File: config.mk
export PLATFORM = sky130hd
export DESIGN_NAME = count_frame_framer
export DESIGN_NICKNAME = d
export VERILOG_FILES = /design/src/rtl/count_frame_framer.sv
export SDC_FILE = /design/constraint.sdc
export NUM_CORES = 1
export LEC_CHECK = 0
export ABC_CLOCK_PERIOD_IN_PS = 5100
export CAP_MARGIN = 25
export CORE_ASPECT_RATIO = 0.7
export CORE_UTILIZATION = 55
export DETAILED_ROUTE_END_ITERATION = 10
export PLACE_DENSITY = 0.85
export SLEW_MARGIN = 25
export SYNTH_ARGS = -nofsm -noshare
export SYNTH_HDL_FRONTEND = slang
export SYNTH_SLANG_ARGS = --single-unit
export TNS_END_PERCENT = 20
File: constraint.sdc
create_clock -name clk -period 5.1 [get_ports clk]
set_input_delay 0.765 -clock clk [delete_from_list [all_inputs] [get_ports clk]]
set_output_delay 0.765 -clock clk [all_outputs]
set_load 0.01 [all_outputs]
File: src/rtl/count_frame_framer.sv
// Frame delimiter behind the counter/metadata aligner: adds tlast, checks count continuity,
// and, when COUNT_FRAME_HEADER_EN is defined, puts a sequence-number header ahead of each frame.
module count_frame_framer #(
  parameter int DATA_WIDTH = 32
) (
  input  logic                  clk,
  input  logic                  sync_reset,
  input  logic                  s_axis_tvalid,
  input  logic [DATA_WIDTH-1:0] s_axis_tdata,
  input  logic                  s_axis_final_cnt,
  input  logic [15:0]           s_axis_count,
  output logic                  s_axis_tready,
  output logic                  m_axis_tvalid,
  output logic [DATA_WIDTH-1:0] m_axis_tdata,
  output logic                  m_axis_tlast,
  input  logic                  m_axis_tready,
  output logic [15:0]           frame_seq,
  output logic                  count_err
);

  typedef enum logic {SOF, BODY} state_t;

  typedef struct packed {
    logic [DATA_WIDTH-1:0] data;
    logic                  last;
  } entry_t;

  state_t      state, state_nx;
  entry_t      q [2];
  entry_t      q_nx [2];
  logic [1:0]  cnt, cnt_r, cnt_nx;
  logic [15:0] expected;
  logic        acc, rd, ready_nx;

  assign acc           = s_axis_tvalid & s_axis_tready;
  assign m_axis_tvalid = (cnt != 2'd0);
  assign rd            = m_axis_tvalid & m_axis_tready;
  assign m_axis_tdata  = q[0].data;
  assign m_axis_tlast  = q[0].last;

`ifdef COUNT_FRAME_HEADER_EN
  logic [DATA_WIDTH-1:0] hdr_word;

  always_comb begin
    hdr_word       = '0;
    hdr_word[31:0] = {16'hA5C3, frame_seq};
  end
`endif

  // FSM: state register
  always_ff @(posedge clk or posedge sync_reset) begin
    if (sync_reset) state <= SOF;
    else            state <= state_nx;
  end

  // FSM: next state
  always_comb begin
    state_nx = state;
    if (acc) state_nx = s_axis_final_cnt ? SOF : BODY;
  end

  // FSM: outputs. A header frame start needs both entries, so SOF waits for an empty queue.
  always_comb begin
    ready_nx = (cnt_nx != 2'd2);
`ifdef COUNT_FRAME_HEADER_EN
    if (state_nx == SOF) ready_nx = (cnt_nx == 2'd0);
`endif
  end

  // Queue update: pop the head first, then append behind whatever remains.
  always_comb begin
    // NOTE: every comb output gets a default first so no path leaves it unassigned (no latch).
    q_nx  = q;
    cnt_r = cnt;
    if (rd) begin
      q_nx[0] = q[1];
      cnt_r   = cnt - 2'd1;
    end
    cnt_nx = cnt_r;
    if (acc) begin
`ifdef COUNT_FRAME_HEADER_EN
      if (state == SOF) begin
        q_nx[0] = '{data: hdr_word, last: 1'b0};
        q_nx[1] = '{data: s_axis_tdata, last: s_axis_final_cnt};
        cnt_nx  = 2'd2;
      end else
`endif
      begin
        q_nx[cnt_r[0]] = '{data: s_axis_tdata, last: s_axis_final_cnt};
        cnt_nx         = cnt_r + 2'd1;
      end
    end
  end

  always_ff @(posedge clk or posedge sync_reset) begin
    if (sync_reset) begin
      // NOTE: the two queue entries are reset because the head drives m_axis_tdata directly.
      q[0]          <= '0;
      q[1]          <= '0;
      cnt           <= 2'd0;
      s_axis_tready <= 1'b0;
    end else begin
      q[0]          <= q_nx[0];
      q[1]          <= q_nx[1];
      cnt           <= cnt_nx;
      s_axis_tready <= ready_nx;
    end
  end

  // Sequence numbering and count continuity; a bad beat still passes and resyncs the check.
  always_ff @(posedge clk or posedge sync_reset) begin
    if (sync_reset) begin
      frame_seq <= 16'd0;
      expected  <= 16'd0;
      count_err <= 1'b0;
    end else if (acc) begin
      if (s_axis_final_cnt) frame_seq <= frame_seq + 16'd1;
      expected <= s_axis_final_cnt ? 16'd0 : s_axis_count + 16'd1;
      if (s_axis_count != expected) count_err <= 1'b1;
    end
  end

endmodule

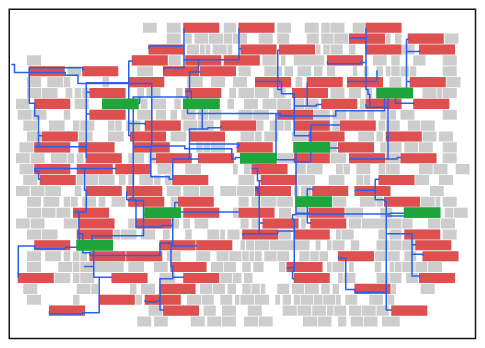
*Routed clock nets over the placement*
(4 px per um)
clock wires -> blue  # length 1120 um
flip-flops -> red  # count 102
cells driving clock nets -> green  # count 9
flops lie = all over the die

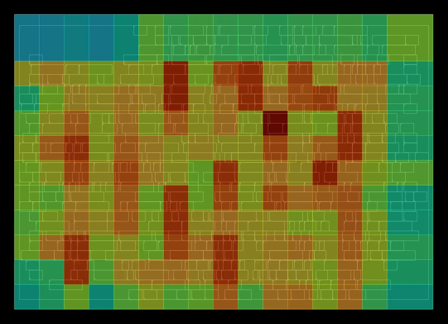
*Routing congestion map*
GRT Overall Usage: 0.256
grt met3 use: 0.0657
drt wl/cell: 18.1 um

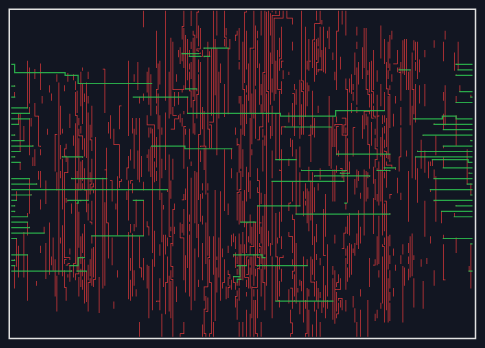
*Metal layers overlaid*
(4 px per um) Two of the layers only.
met3 -> green  # wire length 650 um
met2 -> red  # wire length 5330 um

==> flow_summary_export.csv <==
group,metric,value,unit
worst_hold_path,hp-class,"register to register",
synthesis,simple_gate_share,0.108,
synthesis,ys_sh_xor,0.0822,
route,drtIter0Drc,268,
place,dp_hpwl,7540,um
synthesis,common_cells,"dfrtp_1, nand3_1, buf_4, mux2i_1, o21ai_0",
cts,cts.repair.resized,0,
flow_run,warnings,26,
synthesis,yosys-stat-cells,437,
floorplan,fp_util,0.580,
floorplan,io_pins,105,
synthesis,syn-instance-count,437,
worst_setup_path,worstPathMaxFanout,25,
synthesis,ys_area,5020,um^2
synthesis,netlist_logic_family_top,"multiplexers",
flow_run,drv_cap,0,
synthesis,synth_top_area_share,0.508,
cts,cts_tree,"yes",
grt,antenna_found_initial,0,
worst_setup_path,slowest_stage,"inv_1",
sta,max_freq,328,MHz
route,postRouteAntennaNets,0,
place,place.port_buffers,104,
place,dpl_cell_area,5870,um^2
power,peakVddDrop,0.000330,V
grt,grt_max_degree,71,
power,power.share.sequential,0.396,
route,viasPerCell,5.63,
cts,cts_root_buf,"clkbuf_16",
worst_setup_path,critPathTopFamily,"buffers and inverters",
grt,grt_pass1_wl,18200,um
worst_setup_path,worst-path-buf-inv,2,
sta,tightestPinTransition,0.992,ns
worst_setup_path,cp.depth,5,
power,p_leak,2.72,nW
sta,period_needed,3.05,ns
power,p_int,2.27,mW
cts,post_cts_buffers,0,
power,powerDensity,558,nW/um^2
sta,hold_viol,0,
cts,numCtsBuffers,9,
place,placedCellCount,608,
finish,area_growth,23.1,%
worst_setup_path,crit_chain,"clkdlybuf4s50_1 -> nand2_1 -> inv_1 -> ha_1 -> mux2_2",
sta,tns,0,ns
outcome,status,"complete, no violations",
cts,clock_latency,0.34,ns
grt,grt_pass1_vias,3518,
synthesis,largest_area_cell,"dfrtp_1",
sta,finalSetupViolations,0,
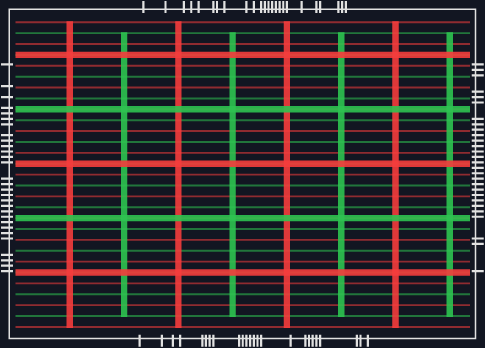
*Floorplan with the power grid*
(4 px per um) Pins as bars on the die edge.
VDD -> green
VSS -> red
signal pins = 105
met4 straps = 8
Core Area: 8650 um^2
die span in y: 82.0 um

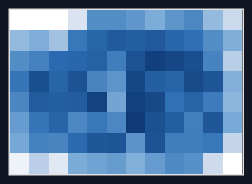
*Local utilization*
(2 px per um) The die is cut into 12 by 8 equal tiles; white is low, dark blue is high, 0 to 100% covered.
nearly empty tiles = 4.2%
tiles over 75% full = 38%
fullest tile = 96%
emptiest ninth of the die = north-west
mean over tiles = 63%

## final timing paths
kind / from / to / slack [ns]
worst max-delay path: s_axis_tvalid / register / 2.05
worst min-delay path: count_err / count_err / 0.47
worst min register to register: count_err / count_err / 0.47
max in group asynchronous: sync_reset / m_axis_tlast / 3.18
worst max register to register: cnt[0] / m_axis_tdata[28] / 2.47
min in group asynchronous: sync_reset / m_axis_tdata[1] / 0.95
## layout make-up
class,count,area (um^2)
clock buffers,9,225
inverters,11,43.8
clock inverters,6,63.8
repair buffers,108,1090
multi-input cells,268,2060
flip-flops and latches,102,2550
well taps,120,150
fillers,643,2470
## placed cells by master, fill, tap and decap left out, types with 8 or more instances in the layout
cell | synthesis | layout
a22o_1 | 13 | 13
clkbuf_16 | 0 | 9
clkdlybuf4s50_1 | 0 | 104
dfrtp_1 | 102 | 102
inv_1 | 10 | 9
mux2_2 | 30 | 30
mux2i_1 | 33 | 33
nand2_1 | 13 | 13
nand3_1 | 41 | 41
nor2_1 | 8 | 8
nor4_1 | 11 | 11
o21ai_0 | 32 | 32
xnor2_1 | 14 | 14
xor2_1 | 30 | 30
## stage by stage
step | hold WS [ns] | total power [mW] | util | worst slack [ns]
after global routing | 0.484 | 3.64 | 0.715 | 1.91
final | 0.469 | 3.45 | 0.715 | 2.05
after global placement | 0.455 | 2.65 | 0.678 | 1.49
after floorplan | 0.457 | 2.34 | - | 1.66
after CTS | 0.478 | 3.42 | 0.712 | 2.08
after detailed placement | 0.460 | 2.74 | 0.678 | 1.72
## metal layers
layer  vias to the layer above  share of wire  global-route usage
li1                       1625              -                   -
met2                       125           0.47               0.402
met3                         6          0.057              0.0657
met5                         -              0                   0
met4                         0         0.0043              0.0590
met1                      1759           0.47               0.358
Power figures rest on the tool's default switching activity, not on a simulated workload.
